**src/rtl/gpr_writeback_arbiter_pkg.sv**
```systemverilog
// Shared writeback types: MIPS register names and the buffered long-latency
// result record used between the arbiter and its result FIFO.
package gpr_writeback_arbiter_pkg;

    typedef enum logic [4:0] {
        ZERO, AT, V0, V1, A0, A1, A2, A3,
        T0, T1, T2, T3, T4, T5, T6, T7,
        S0, S1, S2, S3, S4, S5, S6, S7,
        T8, T9, K0, K1, GP, SP, FP, RA
    } MipsReg;

    typedef struct packed {
        logic        valid;
        logic        dead;
        MipsReg      addr;
        logic [31:0] data;
        logic [31:0] pc;
    } wb_req_t;

    localparam wb_req_t WB_REQ_IDLE = '{valid: 1'b0, dead: 1'b0, addr: ZERO,
                                        data: 32'd0, pc: 32'd0};

    // True when a younger pipe write this cycle targets the same register.
    function automatic logic addr_hit(input MipsReg a,
                                      input logic v0, input MipsReg a0,
                                      input logic v1, input MipsReg a1);
        return (v0 && (a == a0)) || (v1 && (a == a1));
    endfunction

endpackage

```
**src/rtl/wb_result_fifo.sv**
```systemverilog
// Circular buffer of long-latency results with in-place squash marking and
// up to two pops per cycle from the head.
module wb_result_fifo
    import gpr_writeback_arbiter_pkg::*;
#(
    parameter int DEPTH = 2
) (
    input  logic       clk,
    input  logic       rst,
    input  logic       push,
    input  wb_req_t    push_req,
    input  logic [1:0] pop_cnt,
    input  logic       kill0_valid,
    input  MipsReg     kill0_addr,
    input  logic       kill1_valid,
    input  MipsReg     kill1_addr,
    output wb_req_t    head,
    output wb_req_t    next,
    output logic       head_vld,
    output logic       next_vld,
    output logic       full,
    output logic       live_any
);

    localparam int AW = $clog2(DEPTH);
    localparam int PW = AW + 1;

    wb_req_t         mem_q [DEPTH];
    wb_req_t         mem_d [DEPTH];
    logic [PW-1:0]   wr_ptr_q, wr_ptr_d;
    logic [PW-1:0]   rd_ptr_q, rd_ptr_d;
    logic [PW-1:0]   count;
    logic [AW-1:0]   rd_idx, nx_idx;

    assign count    = wr_ptr_q - rd_ptr_q;
    assign full     = (wr_ptr_q[AW] != rd_ptr_q[AW]) &&
                      (wr_ptr_q[AW-1:0] == rd_ptr_q[AW-1:0]);
    assign rd_idx   = rd_ptr_q[AW-1:0];
    assign nx_idx   = rd_idx + AW'(1);
    assign head_vld = (count != '0);
    assign next_vld = (count > PW'(1));

    // Head/next report a same-cycle pipe hit as dead so it never reaches a port.
    always_comb begin
        head = mem_q[rd_idx];
        next = mem_q[nx_idx];
        head.dead = head.dead | addr_hit(head.addr, kill0_valid, kill0_addr,
                                         kill1_valid, kill1_addr);
        next.dead = next.dead | addr_hit(next.addr, kill0_valid, kill0_addr,
                                         kill1_valid, kill1_addr);
    end

    always_comb begin
        live_any = 1'b0;
        for (int i = 0; i < DEPTH; i++) begin
            live_any = live_any | (mem_q[i].valid & ~mem_q[i].dead);
        end
    end

    always_comb begin
        for (int i = 0; i < DEPTH; i++) begin
            mem_d[i] = mem_q[i];
            if (mem_q[i].valid && addr_hit(mem_q[i].addr, kill0_valid, kill0_addr,
                                           kill1_valid, kill1_addr)) begin
                mem_d[i].dead = 1'b1;
            end
        end
        for (int k = 0; k < 2; k++) begin
            if (pop_cnt > 2'(k)) begin
                mem_d[rd_idx + AW'(k)].valid = 1'b0;
            end
        end
        // Push only happens when not full, so the write slot never aliases a pop.
        if (push) begin
            mem_d[wr_ptr_q[AW-1:0]]       = push_req;
            mem_d[wr_ptr_q[AW-1:0]].valid = 1'b1;
            mem_d[wr_ptr_q[AW-1:0]].dead  = push_req.dead |
                addr_hit(push_req.addr, kill0_valid, kill0_addr, kill1_valid, kill1_addr);
        end
        rd_ptr_d = rd_ptr_q + PW'(pop_cnt);
        wr_ptr_d = wr_ptr_q + PW'(push);
    end

    always_ff @(posedge clk or posedge rst) begin
        if (rst) begin
            for (int i = 0; i < DEPTH; i++) mem_q[i] <= WB_REQ_IDLE;
            wr_ptr_q <= '0;
            rd_ptr_q <= '0;
        end else begin
            for (int i = 0; i < DEPTH; i++) mem_q[i] <= mem_d[i];
            wr_ptr_q <= wr_ptr_d;
            rd_ptr_q <= rd_ptr_d;
        end
    end

endmodule

```
**src/rtl/gpr_writeback_arbiter.sv**
```systemverilog
// Drives the two register-file write ports from the issue pipes plus buffered
// long-latency results; registers all port outputs and the starvation stall.
module gpr_writeback_arbiter
    import gpr_writeback_arbiter_pkg::*;
#(
    parameter int FIFO_DEPTH   = 2,
    parameter int STARVE_LIMIT = 4
) (
    input  logic        clk,
    input  logic        rst,
    input  logic        wb0_valid,
    input  MipsReg      wb0_addr,
    input  logic [31:0] wb0_data,
    input  logic [31:0] wb0_pc,
    input  logic        wb1_valid,
    input  MipsReg      wb1_addr,
    input  logic [31:0] wb1_data,
    input  logic [31:0] wb1_pc,
    input  logic        lu_valid,
    output logic        lu_ready,
    input  MipsReg      lu_addr,
    input  logic [31:0] lu_data,
    input  logic [31:0] lu_pc,
    output logic        reg_write0,
    output logic        reg_write1,
    output MipsReg      write_addr0,
    output MipsReg      write_addr1,
    output logic [31:0] write_data0,
    output logic [31:0] write_data1,
    output logic [31:0] pc0,
    output logic [31:0] pc1,
    output logic        wb_stall
);

    localparam int SW = $clog2(STARVE_LIMIT + 1);

    logic       p0_v, p1_v, push, full, live_any;
    logic       head_vld, next_vld;
    logic [1:0] pop_cnt;
    wb_req_t    push_req, head, next, sel0, sel1;

    logic        reg_write0_q, reg_write0_d, reg_write1_q, reg_write1_d;
    MipsReg      write_addr0_q, write_addr0_d, write_addr1_q, write_addr1_d;
    logic [31:0] write_data0_q, write_data0_d, write_data1_q, write_data1_d;
    logic [31:0] pc0_q, pc0_d, pc1_q, pc1_d;
    logic        wb_stall_q, wb_stall_d;
    logic [SW-1:0] starve_q, starve_d;

    assign p0_v     = wb0_valid && (wb0_addr != ZERO);
    assign p1_v     = wb1_valid && (wb1_addr != ZERO);
    assign lu_ready = ~full;
    assign push     = lu_valid && lu_ready;

    always_comb begin
        push_req = '{valid: 1'b1, dead: (lu_addr == ZERO), addr: lu_addr,
                     data: lu_data, pc: lu_pc};
    end

    wb_result_fifo #(.DEPTH(FIFO_DEPTH)) u_fifo (
        .clk         (clk),
        .rst         (rst),
        .push        (push),
        .push_req    (push_req),
        .pop_cnt     (pop_cnt),
        .kill0_valid (p0_v),
        .kill0_addr  (wb0_addr),
        .kill1_valid (p1_v),
        .kill1_addr  (wb1_addr),
        .head        (head),
        .next        (next),
        .head_vld    (head_vld),
        .next_vld    (next_vld),
        .full        (full),
        .live_any    (live_any)
    );

    // Pipes own their ports; FIFO entries fill the gaps in order, dead ones pop free.
    always_comb begin
        sel0    = WB_REQ_IDLE;
        sel1    = WB_REQ_IDLE;
        pop_cnt = 2'd0;
        if (p0_v) sel0 = '{valid: 1'b1, dead: 1'b0, addr: wb0_addr, data: wb0_data, pc: wb0_pc};
        if (p1_v) sel1 = '{valid: 1'b1, dead: 1'b0, addr: wb1_addr, data: wb1_data, pc: wb1_pc};
        if (head_vld) begin
            if (head.dead) begin
                pop_cnt = 2'd1;
            end else if (!sel0.valid) begin
                sel0    = head;
                pop_cnt = 2'd1;
            end else if (!sel1.valid) begin
                sel1    = head;
                pop_cnt = 2'd1;
            end
        end
        if (pop_cnt == 2'd1 && next_vld) begin
            if (next.dead) begin
                pop_cnt = 2'd2;
            end else if (!sel0.valid) begin
                sel0    = next;
                pop_cnt = 2'd2;
            end else if (!sel1.valid) begin
                sel1    = next;
                pop_cnt = 2'd2;
            end
        end
    end

    always_comb begin
        reg_write1_d  = sel1.valid && !sel1.dead;
        reg_write0_d  = sel0.valid && !sel0.dead &&
                        !(reg_write1_d && (sel1.addr == sel0.addr));
        write_addr0_d = reg_write0_d ? sel0.addr : ZERO;
        write_data0_d = reg_write0_d ? sel0.data : 32'd0;
        pc0_d         = reg_write0_d ? sel0.pc   : 32'd0;
        write_addr1_d = reg_write1_d ? sel1.addr : ZERO;
        write_data1_d = reg_write1_d ? sel1.data : 32'd0;
        pc1_d         = reg_write1_d ? sel1.pc   : 32'd0;
    end

    always_comb begin
        wb_stall_d = 1'b0;
        if (pop_cnt != 2'd0 || !live_any) begin
            starve_d = '0;
        end else begin
            starve_d = starve_q + SW'(1);
        end
        if (starve_d == SW'(STARVE_LIMIT)) begin
            wb_stall_d = 1'b1;
            starve_d   = '0;
        end
    end

    always_ff @(posedge clk or posedge rst) begin
        if (rst) begin
            reg_write0_q  <= 1'b0;
            reg_write1_q  <= 1'b0;
            write_addr0_q <= ZERO;
            write_addr1_q <= ZERO;
            write_data0_q <= 32'd0;
            write_data1_q <= 32'd0;
            pc0_q         <= 32'd0;
            pc1_q         <= 32'd0;
            wb_stall_q    <= 1'b0;
            starve_q      <= '0;
        end else begin
            reg_write0_q  <= reg_write0_d;
            reg_write1_q  <= reg_write1_d;
            write_addr0_q <= write_addr0_d;
            write_addr1_q <= write_addr1_d;
            write_data0_q <= write_data0_d;
            write_data1_q <= write_data1_d;
            pc0_q         <= pc0_d;
            pc1_q         <= pc1_d;
            wb_stall_q    <= wb_stall_d;
            starve_q      <= starve_d;
        end
    end

    assign reg_write0  = reg_write0_q;
    assign reg_write1  = reg_write1_q;
    assign write_addr0 = write_addr0_q;
    assign write_addr1 = write_addr1_q;
    assign write_data0 = write_data0_q;
    assign write_data1 = write_data1_q;
    assign pc0         = pc0_q;
    assign pc1         = pc1_q;
    assign wb_stall    = wb_stall_q;

    // The pipeline must honour a stall by sending nothing the following cycle.
    a_stall_honoured: assert property (@(posedge clk) disable iff (rst)
        wb_stall_q |=> !(wb0_valid || wb1_valid))
        else $error("pipe result sent in the cycle after wb_stall");

endmodule

```
**config.mk**
```make
export PLATFORM = sky130hd
export DESIGN_NAME = gpr_writeback_arbiter
export DESIGN_NICKNAME = d
export VERILOG_FILES = /design/src/rtl/gpr_writeback_arbiter_pkg.sv /design/src/rtl/wb_result_fifo.sv /design/src/rtl/gpr_writeback_arbiter.sv
export SDC_FILE = /design/constraint.sdc
export NUM_CORES = 1
export LEC_CHECK = 0
export CORE_ASPECT_RATIO = 0.9
export CORE_MARGIN = 8
export CORE_UTILIZATION = 50
export DETAILED_ROUTE_END_ITERATION = 7
export PLACE_DENSITY = 0.86
export SYNTH_ARGS = -nofsm -noshare
export SYNTH_HDL_FRONTEND = slang
export SYNTH_SLANG_ARGS = --single-unit
```
**constraint.sdc**
```tcl
create_clock -name clk -period 24.8 [get_ports clk]
set_input_delay 2.48 -clock clk [delete_from_list [all_inputs] [get_ports clk]]
set_output_delay 2.48 -clock clk [all_outputs]
set_load 0.01 [all_outputs]
```
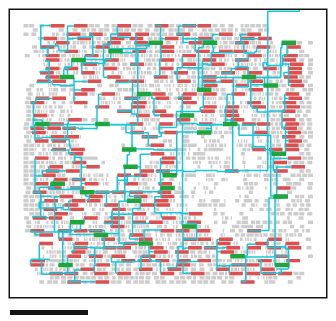
Figure 1: clock distribution.
Scale bar: 50 um.
[cells driving clock nets] green | count: 31
[flip-flops] red | count: 290
[clock wires] cyan | length: 3710 um
flops lie	widely spread
routed clock nets	32
Worst Skew: 0.009003 ns
worst-skew pair later-pin latency: 0.58 ns

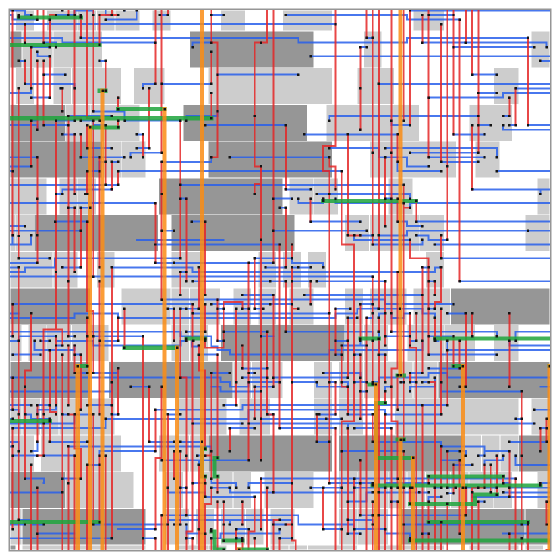
Figure 2: a small window of the routed layout.
Region (81, 35) to (121, 75) um. Cells in gray, sequential cells in the stronger gray; small squares are vias.
layer	color
met2	red
met4	orange
met3	green
met1	blue
most frequent	nand2_1 (30), o21ai_0 (21), dfrtp_1 (17)
netlist names of flops here include	`u_fifo.mem_q` (10), `write_data1` (5), `write_data0` (2)
cells with their middle in the window	127
sequential cells in the window	17

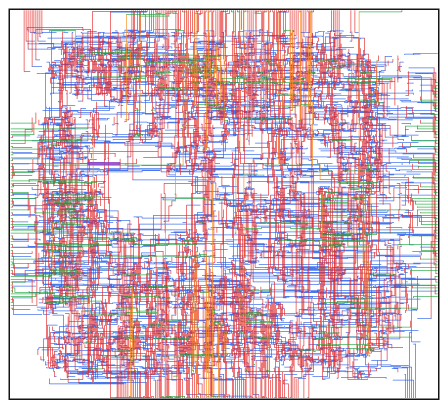
Figure 3: metal layers overlaid.
layer	color	wire length
met1	blue	22.8 mm
met2	red	25.3 mm
met5	purple	13.8 um
met4	orange	2900 um
met3	green	4300 um
via count: 14880
Total GRT Usage: 28.93%
drt total wl: 55.28 mm
drt wl/cell: 22.58 um

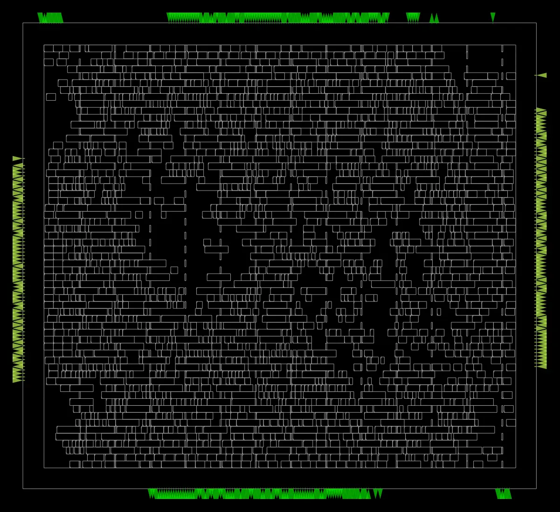
Figure 4: cell placement.
Finished Layout Cells: 2448
final design utilization: 65.64%
number of cell rows: 61
sequential cell count: 290

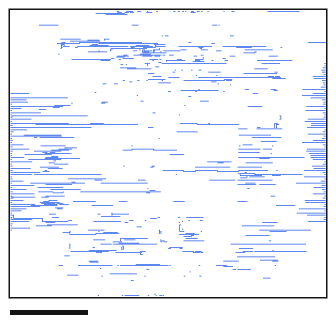
Figure 5: M3 wires.
Scale bar: 50 um.
longest straight run	65.1 um
share of all routed wire	7.8%
nets with wire on the layer	341
main direction	horizontal
met3 Use GR: 5.344%

==> results.yml <==
# flow metrics
final_layout:
  largest_reg_flops: 142
  fillCellCount: 2444
  clock_buffers: 44
  layout_top_cell: "clkdlybuf4s50_1"
place:
  dp_hpwl_mm: 36.18
synthesis:
  syn_area_um2: 15450
  synth_cell_types: 55
  edf_count: 0
  synth_compound_gate_area_share_pct: 25.71
  ys.flop_type: "dfrtp_1"
  synthAdderAreaFrac_pct: 0.4050
  synthCells: 1772
  synthTopCellsByCount: "nand2_1 (296), dfrtp_1 (290), o21ai_0 (205), inv_1 (150), o22ai_1 (143)"
  ys_sh_simple_pct: 13.75
detailed_routing:
  vias_per_cell: 6.080
  drt_iter0_markers: 1328
  routed.top_layer: "met5"
  met2_length_mm: 25.30
  met1Wirelength_mm: 22.77
timing:
  finalCritPeriodShare_pct: 28.46
  setup_viol: 0
  slew_headroom_pct: 21.46
  worstMarginPinSlew_ns: 1.154
worst_setup_path:
  critPathTopFamily: "buffers and inverters"
  worstRegToRegCells: 13
  cp-start-kind: "primary input"
  critPathSlowestCell: "buf_4"
clocking:
  h-tree-depth: 1
  post_cts.repair.setup_buffers: 0
  cts.sinks: 290
  hold_buffers: 0
power:
  seqPwrFrac_pct: 27.4
  ir_drop_mv: 0.1153
  p_int_mw: 1.525
  power_clock_mw: 0.490
  comb_cell_power_mw: 1.57
min_path:
  min_from: "starve_q[0]"
  whs_endpoint: "starve_q[0]"
  holdPathStages: 1
global_route:
  antenna_found_initial: 5
  grt_pass1_wl_mm: 85.50
  overflow: 0
flow_run:
  cap_violations: 0
floorplanning:
  dieHeight_um: 182.8
  io_pins: 354
  initial_core_util_pct: 50.35
outcome:
  status: "complete, no violations"
==> cell families (layout without fill, tap and decap cells) <==
logic type / after synthesis / after routing
buffers and inverters: 318 / 581
AND/OR/NAND/NOR: 491 / 491
AND-OR/OR-AND: 589 / 589
adder cells (fa/ha/maj): 5 / 5
XOR/XNOR: 63 / 63
multiplexers: 16 / 16
flip-flops: 290 / 290
other: 0 / 4
==> per-stage QoR <==
| stage | area (um2) | instances |
|---|---|---|
| finish | 20140 | 2448 |
| global route | 20140 | 2447 |
| CTS | 20130 | 2444 |
| detailed placement | 19030 | 2386 |
| global placement | 19030 | 2386 |
| floorplan | 15450 | 1772 |
Power is estimated from default activity; no workload was simulated.
